[src/rtl/pulse_counter_sched.sv]
// Round-robin scheduler that time-shares one pulse counter between N requesters.
// Optional wrap counting is enabled by defining PULSE_COUNTER_SCHED_WRAP_COUNT_EN.
module pulse_counter_sched #(
   parameter int unsigned N          = 4,
   parameter int unsigned LEN_W      = 8,
   parameter int unsigned DATA_WIDTH = 8,
   parameter int unsigned MAX        = 20,
   localparam int unsigned IDW       = (N > 1) ? $clog2(N) : 1
) (
   input  logic                    clk,
   input  logic                    reset,
   input  logic [N-1:0]            req,
   input  logic [N*LEN_W-1:0]      req_len,
   input  logic                    abort,
   output logic [N-1:0]            gnt,
   output logic                    busy,
   output logic                    cnt_reset,
   output logic                    cnt_start,
   output logic                    cnt_stop,
   input  logic [DATA_WIDTH-1:0]   cnt_count,
   output logic                    done,
   output logic [IDW-1:0]          done_id,
   output logic [DATA_WIDTH-1:0]   result,
   output logic                    aborted,
   output logic [7:0]              wrap_cnt
);

   if (N < 2 || N > 16 || MAX > (2 ** DATA_WIDTH) - 1) begin : g_param_check
      $error("pulse_counter_sched: unsupported parameter combination");
   end

   typedef enum logic [1:0] {StIdle, StClr, StRun, StStop} state_e;

   state_e                 state_q, state_d;
   logic [N-1:0]           gnt_q, gnt_d;
   logic [IDW-1:0]         ptr_q, ptr_d;
   logic [IDW-1:0]         id_q, id_d;
   logic [LEN_W-1:0]       len_q, len_d;
   logic [LEN_W-1:0]       run_q, run_d;
   logic                   abort_seen_q, abort_seen_d;
   logic                   done_q;
   logic [IDW-1:0]         done_id_q;
   logic [DATA_WIDTH-1:0]  result_q;
   logic                   aborted_q;

   logic [IDW-1:0]         pick;
   logic [IDW-1:0]         cand;
   logic                   found;

   // First pending requester at or above the pointer, wrapping modulo N.
   always_comb begin
      pick  = '0;
      cand  = '0;
      found = 1'b0;
      for (int unsigned i = 0; i < N; i++) begin
         cand = IDW'((32'(ptr_q) + i) % N);
         if (!found && req[cand]) begin
            found = 1'b1;
            pick  = cand;
         end
      end
   end

   always_comb begin
      state_d      = state_q;
      gnt_d        = gnt_q;
      ptr_d        = ptr_q;
      id_d         = id_q;
      len_d        = len_q;
      run_d        = run_q;
      abort_seen_d = abort_seen_q;
      cnt_reset    = 1'b0;
      cnt_start    = 1'b0;
      cnt_stop     = 1'b0;
      unique case (state_q)
         StIdle: begin
            if (found) begin
               gnt_d        = '0;
               gnt_d[pick]  = 1'b1;
               id_d         = pick;
               len_d        = req_len[pick*LEN_W +: LEN_W];
               ptr_d        = (pick == IDW'(N - 1)) ? '0 : pick + 1'b1;
               run_d        = LEN_W'(1);
               abort_seen_d = 1'b0;
               state_d      = StClr;
            end
         end
         StClr: begin
            cnt_reset = 1'b1;
            state_d   = (len_q == '0) ? StStop : StRun;
         end
         StRun: begin
            // An abort on the first cycle must not also start the counter.
            cnt_start = (run_q == LEN_W'(1)) && !abort;
            if (abort) begin
               cnt_stop     = 1'b1;
               abort_seen_d = 1'b1;
               state_d      = StStop;
            end else if (run_q == len_q) begin
               state_d = StStop;
            end else begin
               run_d = run_q + 1'b1;
            end
         end
         StStop: begin
            cnt_stop = 1'b1;
            gnt_d    = '0;
            state_d  = StIdle;
         end
         default: state_d = StIdle;
      endcase
   end

   always_ff @(posedge clk) begin
      if (reset) begin
         state_q      <= StIdle;
         gnt_q        <= '0;
         ptr_q        <= '0;
         id_q         <= '0;
         len_q        <= '0;
         run_q        <= '0;
         abort_seen_q <= 1'b0;
         done_q       <= 1'b0;
         done_id_q    <= '0;
         result_q     <= '0;
         aborted_q    <= 1'b0;
      end else begin
         state_q      <= state_d;
         gnt_q        <= gnt_d;
         ptr_q        <= ptr_d;
         id_q         <= id_d;
         len_q        <= len_d;
         run_q        <= run_d;
         abort_seen_q <= abort_seen_d;
         done_q       <= (state_q == StStop);
         if (state_q == StStop) begin
            result_q  <= cnt_count;
            done_id_q <= id_q;
            aborted_q <= abort_seen_q;
         end
      end
   end

`ifdef PULSE_COUNTER_SCHED_WRAP_COUNT_EN
   logic [7:0]            wraps_q, wraps_d;
   logic [7:0]            wrap_cnt_q;
   logic [DATA_WIDTH-1:0] prev_q;

   // A drop in the counter value between consecutive cycles marks a MAX->0 wrap.
   always_comb begin
      wraps_d = wraps_q;
      if (state_q == StClr) begin
         wraps_d = '0;
      end else if ((state_q == StRun || state_q == StStop) && cnt_count < prev_q &&
                   wraps_q != 8'hff) begin
         wraps_d = wraps_q + 8'd1;
      end
   end

   always_ff @(posedge clk) begin
      if (reset) begin
         wraps_q    <= '0;
         wrap_cnt_q <= '0;
         prev_q     <= '0;
      end else begin
         wraps_q <= wraps_d;
         // The counter is cleared at the CLR edge, so the reference restarts at zero.
         prev_q  <= (state_q == StClr) ? '0 : cnt_count;
         if (state_q == StStop) begin
            wrap_cnt_q <= wraps_d;
         end
      end
   end

   assign wrap_cnt = wrap_cnt_q;
`else
   assign wrap_cnt = 8'd0;
`endif

   assign gnt     = gnt_q;
   assign busy    = (state_q != StIdle);
   assign done    = done_q;
   assign done_id = done_id_q;
   assign result  = result_q;
   assign aborted = aborted_q;

endmodule

[config.mk]
export PLATFORM = sky130hd
export DESIGN_NAME = pulse_counter_sched
export DESIGN_NICKNAME = d
export VERILOG_FILES = /design/src/rtl/pulse_counter_sched.sv
export SDC_FILE = /design/constraint.sdc
export NUM_CORES = 1
export LEC_CHECK = 0
export ABC_AREA = 1
export CAP_MARGIN = 20
export CORE_MARGIN = 1
export CORE_UTILIZATION = 48
export CTS_BUF_LIST = sky130_fd_sc_hd__clkbuf_16
export DETAILED_ROUTE_END_ITERATION = 8
export PLACE_DENSITY = 0.79
export SYNTH_ARGS = -nofsm -noshare
export SYNTH_HDL_FRONTEND = slang
export SYNTH_SLANG_ARGS = --single-unit
export TNS_END_PERCENT = 20
[constraint.sdc]
create_clock -name clk -period 2.71 [get_ports clk]
set_input_delay 0.542 -clock clk [delete_from_list [all_inputs] [get_ports clk]]
set_output_delay 0.542 -clock clk [all_outputs]
set_load 0.03 [all_outputs]
Figure 1. Clock routing (run 1).
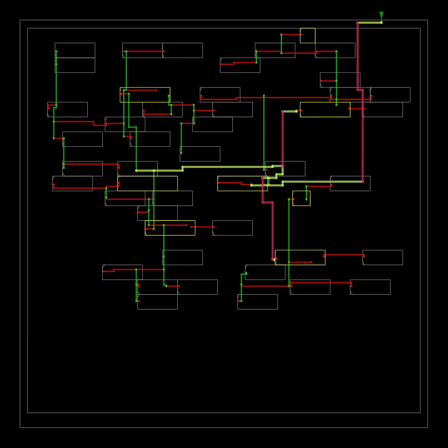
clock buffers: 5
cts bufs inserted: 5
Clock Sinks: 39

Figure 2. Register map, names as in the netlist (run 1).
Scale: 4 px per um.
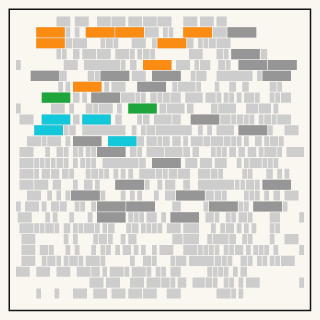
Key: green = id_q [flops 2]; orange = result [flops 8]; cyan = gnt [flops 4]
Another 25 sequential cells are not colored.

Figure 3. Placement density heat map (run 1).
Scale: 4 px per um. 7 x 7 tiles, from dark purple (low) to yellow (high), 0 to 100% covered.
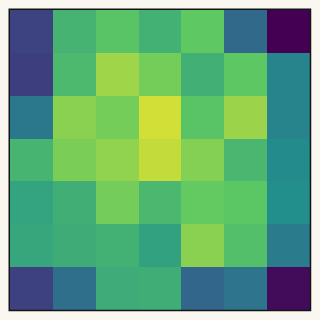
The densest ninth of the die: middle. The fullest tile reaches 93%. The mean over all tiles is 60%. 2.0% of the tiles are nearly empty.

==> run notes, run 1 <==
fresh numbers from the pnr run: hold_sp=gnt[3], CP Class=reg -> out, Total Power=3.78 mW, initial antenna violation count=0, post-synth top area cell=dfxtp_1, Final Instance Area=3450 sq um, FFs w/ async S/R, synth=0, switching portion of total power=0.478, die extent in x=75.0 um, Clock Tree Buf Depth=2, First-pass DRT Iterations=5, Clock power frac=0.179, Max stage delay cell, worst path=clkdlybuf4s50_1, vias in the first global route=2309, Synth Register Bits=39, Power Density=1100 nW/um^2, Late-Pin Clk Latency=0.28 ns, RSZ-0062 raised after global routing=no, final hold vios=0, post-place setup slack=0.163 ns, Worst Path Required=2.17 ns, Yosys chip area=2550 sq um, Setup TNS=0 ns, cts repair resizes=0, Avg Synthesized Cell Area=6.31 sq um, IO Count=75, CP arrival=1.90 ns, Max Freq=409 MHz, final setup fails=0, Cell Type Count=34, buffer count from post-CTS setup fixing=0, Top cells excl fill/tap=120 x nand2_1, 65 x clkdlybuf4s50_1, 62 x nor2_1, 39 x inv_1, 39 x dfxtp_1, Area leader share=0.306, most numerous logic cell after layout=nand2_1, routed vias=2722, Clock transition at path regs=0.06 ns, outcome=complete, no violations, worst path cell trace=inv_1 -> ha_1 -> buf_4 -> nand2_1 -> nand2_1 -> clkdlybuf4s50_1, largest net degree at the start of global routing=24, net switching power=1.81 mW, global-route wire length before repair=10300 um, Area after DPL=3270 sq um, Max-cap violations=0, most frequent cell after synthesis=nand2_1, Core Util, Final=0.675, CTS Hold Bufs=0, Tool Warnings=31, Layout area overhead=35.0%, Setup WS post-layout=0.264 ns, FP Rows=26, Initial Util=0.500, Startpoint Class=register, Worst Clk Skew=0.00490 ns, sequential share of power=0.228, htree depth=2, Internal=1.98 mW, most numerous cell on the critical path=nand2_1, Crit Path Max Fanout=6, Hold Crit Class=reg -> reg, Root Driver=clkbuf_16, DP HPWL=4770 um, Final Non-Filler Cells=545, EDFF count, synth=0, leading cell types by count after synthesis=120 x nand2_1, 62 x nor2_1, 39 x dfxtp_1, 39 x inv_1, 22 x nand4_1, top cells, area=dfxtp_1 31%, nand2_1 18%, nor2_1 9.1%, critical path launch point=state_q[0], CTS tree=built, GRT Util Overall=0.239, Primary FF master, synth=dfxtp_1, R2R Path Start=ptr_q[0], Max VDD drop=0.536 mV, Final nets=529, register share after synthesis=0.306, fillers=477, Starting DRT DRC Count=159, via/cell ratio=4.99, # Cells Yosys=405, crit end category=output pin, Final Slew Violations=0, Comb power frac=0.592, dpl cells=537, layout cells sized above 1=0.0758, YS warnings=0, diode count=0, core area=5110 sq um, WL per Instance=11.9 um, Fin Hold WS=0.460 ns, GRT overflow=0, Die Ht=75.0 um, post-route ant nets=0, slowest stage delay, CP=0.59 ns, Tmin final=2.45 ns
==> run 1: power groups by stage <==
stage	clock network (mW)	logic (mW)	registers, mW
finish	0.679	2.24	0.863
global route	0.713	2.51	0.882
CTS	0.686	2.25	0.858
detailed placement	0	2.23	0.867
global placement	0	2.18	0.864
floorplan	0	1.55	0.927
==> run 1: routing by layer <==
layer / GRT usage / wire length (um)
met4: 0.0608 / 80
met5: 0 / 0
met3: 0.0535 / 298
met2: 0.410 / 3060
met1: 0.304 / 3030
==> run 1: critical path: cells and delay by family, from the launching register on <==
kind | cells | cell delay, ns
adder cells (fa/ha/maj) | 1 | 0.22
flip-flops | 1 | 0.42
AND/OR/NAND/NOR | 2 | 0.12
buffers and inverters | 3 | 0.85
==> run 1: cell families after synthesis <==
logic type,Yosys count,share of synthesized area
AOI/OAI and AO/OA,42,0.0872
xor gates and xnor gates,9,0.0309
adders and majority gates,8,0.0392
buffers and inverters,67,0.123
DFF,39,0.306
other,1,0.00147
and+or+nand+nor,239,0.412
==> run 1: final timing paths <==
kind | to | slack (ns) | cells after the start
max | cnt_stop | 0.26 | 6
min | gnt[3] | 0.46 | 2
max reg2reg | len_q[0] | 0.51 | 13
min reg2reg | gnt[3] | 0.46 | 2
==> run 1: area by class of cell <==
| class | count | area, sq um | area share |
|---|---|---|---|
| flip-flops and latches | 39 | 781 | 0.226 |
| well taps | 70 | 87.6 | 0.0254 |
| multi-input cells | 306 | 1490 | 0.431 |
| clock inverters | 3 | 46.3 | 0.0134 |
| inverters | 44 | 170 | 0.0493 |
| clock buffers | 5 | 125 | 0.0363 |
| repair buffers | 78 | 753 | 0.218 |
--- run 2 (diff from run 1) ---
- ABC_AREA: 1 -> default
- CORE_MARGIN: 1 -> default
- CORE_UTILIZATION: 48 -> 46
- GPL_TIMING_DRIVEN: default -> 0
- PLACE_DENSITY: 0.79 -> 0.78
Figure 4. Register map, names as in the netlist (run 2).
Scale: 4 px per um.
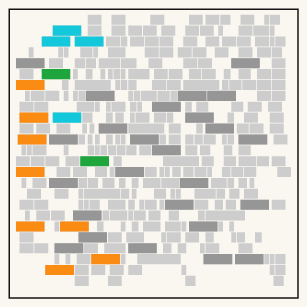
Key: cyan = gnt [flops 4, where top left]; green = id_q [flops 2]; orange = result [flops 8]
Another 25 sequential cells are not colored.

Figure 5. Port wiring (run 2).
Scale: 4 px per um.
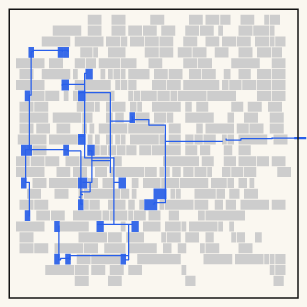
Key: blue = reset [direction input, end cells 26, buffers 3, wire 303 um]

==> run notes, run 2 <==
fresh numbers from the pnr run: outcome=complete, no violations, post-synth top area cell=dfxtp_1, Max-cap violations=0, largest net degree at the start of global routing=13, fillers=403, net switching power=1.13 mW, post-place setup slack=-0.0324 ns, R2R depth=6, final setup fails=0, clk pwr=656 uW, RSZ-0062 raised after global routing=no, Top power group=combinational cells, CTS tree=built, Die Ht=71.8 um, routed wire length=5250 um, Avg Synthesized Cell Area=9.18 sq um, cell area after synthesis=2240 sq um, FP Rows=25, crit end category=output pin, IO Count=75, hold depth=2, DP HPWL=3980 um, Startpoint Class=register, dpl cells=370, vias in the first global route=1993, sequential share of power=0.293, R2R Path Start=state_q[0], CP arrival=1.98 ns, worst path cell trace=ha_2 -> buf_4 -> a21o_1 -> clkdlybuf4s50_1, Setup WS post-layout=0.185 ns, most numerous logic cell after layout=clkdlybuf4s50_1, Tmin final=2.53 ns, Clock transition at path regs=0.06 ns, Initial Util=0.478, Top cells excl fill/tap=64 x clkdlybuf4s50_1, 39 x dfxtp_1, 33 x mux2i_1, 20 x nand2_1, 19 x nor2_1, post-route ant nets=0, Internal=1.76 mW, final hold vios=0, sequential power=849 uW, Hold Crit Class=reg -> reg, Total Power=2.89 mW, CP Class=reg -> out, Primary FF master, synth=dfxtp_1, cts repair resizes=2, diode count=0, top cells, area=dfxtp_1 35%, mux2i_1 15%, ha_1 4.5%, max_slew headroom=0.661, routed vias=2047, CTS Hold Bufs=0, Root Driver=clkbuf_16, # Cells Yosys=244, Starting DRT DRC Count=111, global-route wire length before repair=8800 um, register share after synthesis=0.348, Clock Sinks=39, switching portion of total power=0.390, FFs w/ async S/R, synth=0, Clock Tree Buf Depth=2, Cell Type Count=49, Final Non-Filler Cells=377, Final nets=377, Final Slew Violations=0, leading cell types by count after synthesis=39 x dfxtp_1, 33 x mux2i_1, 20 x nand2_1, EDFF count, synth=0, Setup TNS=0 ns, Area leader share=0.348, Tool Warnings=31, most frequent cell after synthesis=dfxtp_1, Max VDD drop=0.502 mV, Final Instance Area=3150 sq um, Max Freq=396 MHz, WL per Instance=13.9 um, Comb power frac=0.480, register-to-register setup slack=0.72 ns, Yosys chip area=2240 sq um, Worst Clk Skew=0.00213 ns, initial antenna violation count=0, core area=4690 sq um, Comb. pwr=1.39 mW, cts bufs inserted=5, Max stage delay cell, worst path=clkdlybuf4s50_1, First-pass DRT Iterations=4, Layout area overhead=40.5%, slowest stage delay, CP=0.67 ns, Worst Path Required=2.17 ns, die extent in x=71.8 um, htree depth=2, Synth Register Bits=39, Late-Pin Clk Latency=0.28 ns, GRT overflow=0, Worst Hold End=gnt[2], layout cells sized above 1=0.121, Area after DPL=2990 sq um, Core Util, Final=0.671, Clock power frac=0.227, GRT Util Overall=0.215
Figure 6. Gate families picked out (run 2).
Scale: 6 px per um.
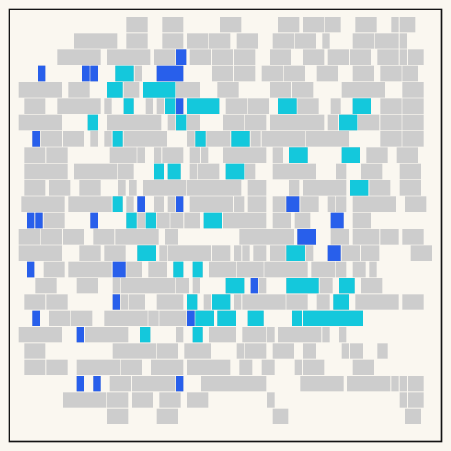
Key: blue = NOR gates [cells 26, most used nor2_1, where widely spread]; cyan = inverting AOI/OAI gates [cells 41, most used a21oi_1]

==> run 2: how the worst max path moves through the flow <==
stage	startpoint	end	slack, ns	cells past startpoint
detailed placement	abort	cnt_start	-0.03	5
finish	state_q[1]	cnt_stop	0.18	4
floorplan	state_q[0]	cnt_start	0.41	5
global route	state_q[1]	cnt_stop	0.07	4
CTS	state_q[1]	cnt_stop	0.08	4
global placement	abort	cnt_start	-0.06	5
==> run 2: final cells by class <==
cell class	count	area, sq um	share of cell area
buffer	20	145	0.0461
clock inverter	3	38.8	0.0123
clock buffer	5	125	0.0397
multi-input combinational	180	1300	0.413
tap	54	67.6	0.0215
sequential	39	781	0.248
inverter	11	41.3	0.0131
timing repair buffer	65	649	0.206
==> run 2: critical path, delay by kind of cell, from the launching register on <==
kind,cells,cell delay [ns]
adders and majority gates,1,0.29
DFF,1,0.39
AOI/OAI and AO/OA,1,0.11
buffers and inverters,2,0.90
==> run 2: layer usage <==
metal / share of wire / vias to the layer above / global-route usage / wire (um)
met2: 0.49 / 58 / 0.376 / 2580
met1: 0.43 / 965 / 0.250 / 2270
met5: 0 / - / 0 / 0
met4: 0.014 / 0 / 0.0632 / 74
met3: 0.062 / 8 / 0.0675 / 327
li1: - / 1016 / - / -
==> run 2: logic make-up (layout without fill, tap and decap cells) <==
| logic type | Yosys count | count (layout) | share of synthesized area |
|---|---|---|---|
| DFF | 39 | 39 | 0.348 |
| buffers and inverters | 32 | 104 | 0.0837 |
| adders and majority gates | 8 | 8 | 0.0447 |
| AOI/OAI and AO/OA | 45 | 45 | 0.162 |
| xor gates and xnor gates | 8 | 8 | 0.0313 |
| other | 1 | 8 | 0.00167 |
| muxes | 33 | 33 | 0.147 |
| and+or+nand+nor | 78 | 78 | 0.181 |
--- run 3 (diff from run 2) ---
- CORE_ASPECT_RATIO: default -> 1.4
Figure 7. Clock routing (run 3).
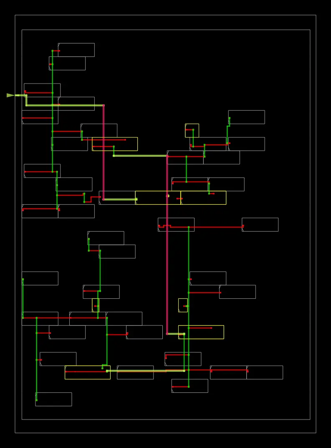
Seq cells: 39
Late-Pin Clk Latency: 0.28 ns
Worst Clk Skew: 0.00733 ns
clk pwr: 555 uW

Figure 8. Register map, names as in the netlist (run 3).
Scale: 4 px per um.
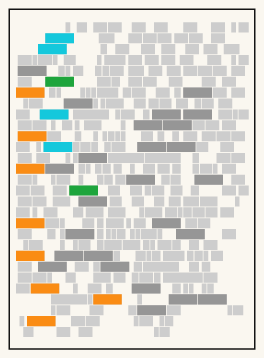
Key: cyan = gnt [flops 4, where top left]; orange = result [flops 8]; green = id_q [flops 2]
Another 25 sequential cells are not colored.

==> run notes, run 3 <==
fresh numbers from the pnr run: top layer in use=met4, Area leader share=0.348, Top power group=combinational cells, top cells, area=dfxtp_1 35%, mux2i_1 15%, ha_1 4.5%, Top cells excl fill/tap=63 x clkdlybuf4s50_1, 39 x dfxtp_1, 33 x mux2i_1, 20 x nand2_1, 19 x nor2_1, Primary FF master, synth=dfxtp_1, Power Density=890 nW/um^2, Yosys chip area=2240 sq um, CTS tree=built, FP Rows=29, switching portion of total power=0.404, Layout area overhead=40.2%, Cell Type Count=49, core area=4610 sq um, initial antenna violation count=0, cts bufs inserted=5, Final Slew Violations=0, GRT Max-Usage Layer=met2, Initial Util=0.486, Tmin final=2.51 ns, cell area after synthesis=2240 sq um, WL met2=2760 um, register share after synthesis=0.348, Total Power=2.80 mW, First-pass DRT Iterations=4, DP HPWL=4160 um, IO Count=75, Hold Crit Class=reg -> reg, Final nets=378, slowest stage delay, CP=0.45 ns, leading cell types by count after synthesis=39 x dfxtp_1, 33 x mux2i_1, 20 x nand2_1, GR met2 Demand/Resource=0.382, Clock power frac=0.198, M1 WL=2240 um, GRT Util Overall=0.221, WL per Instance=13.9 um, Max Freq=398 MHz, most frequent cell after synthesis=dfxtp_1, CP Buf/Inv Count=2, final setup fails=0, vias in the first global route=1955, Comb. pwr=1.39 mW, Starting DRT DRC Count=39, Crit Path Max Fanout=3, CTS Hold Bufs=0, EDFF count, synth=0, diode count=0, Setup TNS=0 ns, Comb power frac=0.496, sequential share of power=0.306, Clock transition at path regs=0.06 ns, global-route wire length before repair=8600 um, worst path cell trace=clkdlybuf4s50_1 -> and2b_2 -> nand2_1 -> nor4_1 -> dlygate4sd2_1, IO buf count=65, met3 Use GR=0.0493, crit end category=output pin, die extent in x=61.0 um, largest net degree at the start of global routing=13, hold depth=2, routed wire length=5380 um, met1 usage=0.252, Total Die Area=5160 sq um, Internal=1.67 mW, most numerous logic cell after layout=clkdlybuf4s50_1, actual slew at the worst max-slew pin=0.574 ns, R2R depth=6, htree depth=2, Crit path depth=5, final hold vios=0, Clock Sinks=39, Max stage delay cell, worst path=dlygate4sd2_1, fillers=407, layout cells sized above 1=0.120, RSZ-0062 raised after global routing=no, routed length on met3=245 um, GRT overflow=0, Reg area=781 sq um, Avg Synthesized Cell Area=9.18 sq um, Startpoint Class=primary input, Clock Tree Buf Depth=2, Core Util, Final=0.682, YS warnings=0, MI comb area=1300 sq um, DRC Markers=0, routed vias=2004, final worst path period share=0.926, FFs w/ async S/R, synth=0, CP arrival=1.97 ns, Max-cap violations=0, max_slew headroom=0.613, Root Driver=clkbuf_16, CP Class=in -> out, instance tally after logic synthesis=244, Synth Register Bits=39, Worst Path Required=2.17 ns, GP Congestion=0.783, Max VDD drop=0.503 mV, outcome=complete, no violations, Leak=1.25 nW, # Cells Yosys=244, sequential power=854 uW, Tool Warnings=31, via/cell ratio=5.19, delay-heaviest family, CP=buffers and inverters, post-route ant nets=0, Die Ht=84.6 um, post-synth top area cell=dfxtp_1, net switching power=1.13 mW
Figure 9. Placement density heat map (run 3).
Scale: 3 px per um. 6 x 8 tiles, from dark purple (low) to yellow (high), 0 to 100% covered.
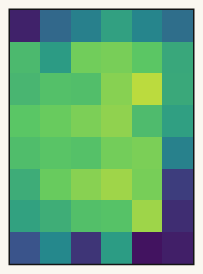
The mean over all tiles is 59%. The emptiest ninth of the die: bottom right. The fullest tile reaches 90%.

-- run 3: cell counts after synthesis --
Identical to the previous run, type by type.
-- run 3: tightest hold or removal path, stage by stage (launching register included) --
cell and delay (ns):
dfxtp_1 0.31, nand2_1 0.05, a21oi_1 0.05
-- run 3: what timing repair did --
action | in CTS | in global routing
setup endpoints to repair | 2 | 1
cloned | 0 | 0
setup buffers | 0 | 0
gates resized | 3 | 1
-- run 3: path summary, 6_finish.rpt --
kind / to / from / slack [ns]
setup / recovery: cnt_start / abort / 0.20
hold reg to reg: gnt[2] / gnt[2] / 0.46
hold / removal: gnt[2] / gnt[2] / 0.46
setup reg to reg: len_q[5] / state_q[0] / 0.66
-- run 3: cell families (layout without fill, tap and decap cells) --
logic type                 after synthesis  after routing  synth area share
and+or+nand+nor                         78             78             0.181
AOI/OAI and AO/OA                       45             45             0.162
DFF                                     39             39             0.348
muxes                                   33             33             0.147
buffers and inverters                   32            105            0.0837
adders and majority gates                8              8            0.0447
xor gates and xnor gates                 8              8            0.0313
other                                    1              8           0.00167
-- run 3: area by class of cell --
class                      count  share of cell area
sequential                    39               0.249
clock buffer                   5              0.0398
inverter                      11              0.0131
tap                           62              0.0247
buffer                        21              0.0478
multi-input combinational    180               0.413
timing repair buffer          65               0.207
clock inverter                 3             0.00518
-- run 3: per-stage QoR --
stage                     setup slack, ns  hold WS, ns  instances  instance area (sq um)
after floorplan                     0.414        0.436        251                   2270
after global placement            -0.0593        0.445        378                   3000
after detailed placement           -0.119        0.450        378                   3000
after CTS                          0.0908        0.466        386                   3140
after global routing                0.120        0.482        386                   3140
final                               0.200        0.462        386                   3140
No activity file was given, so power comes from the tool's default toggle rates.
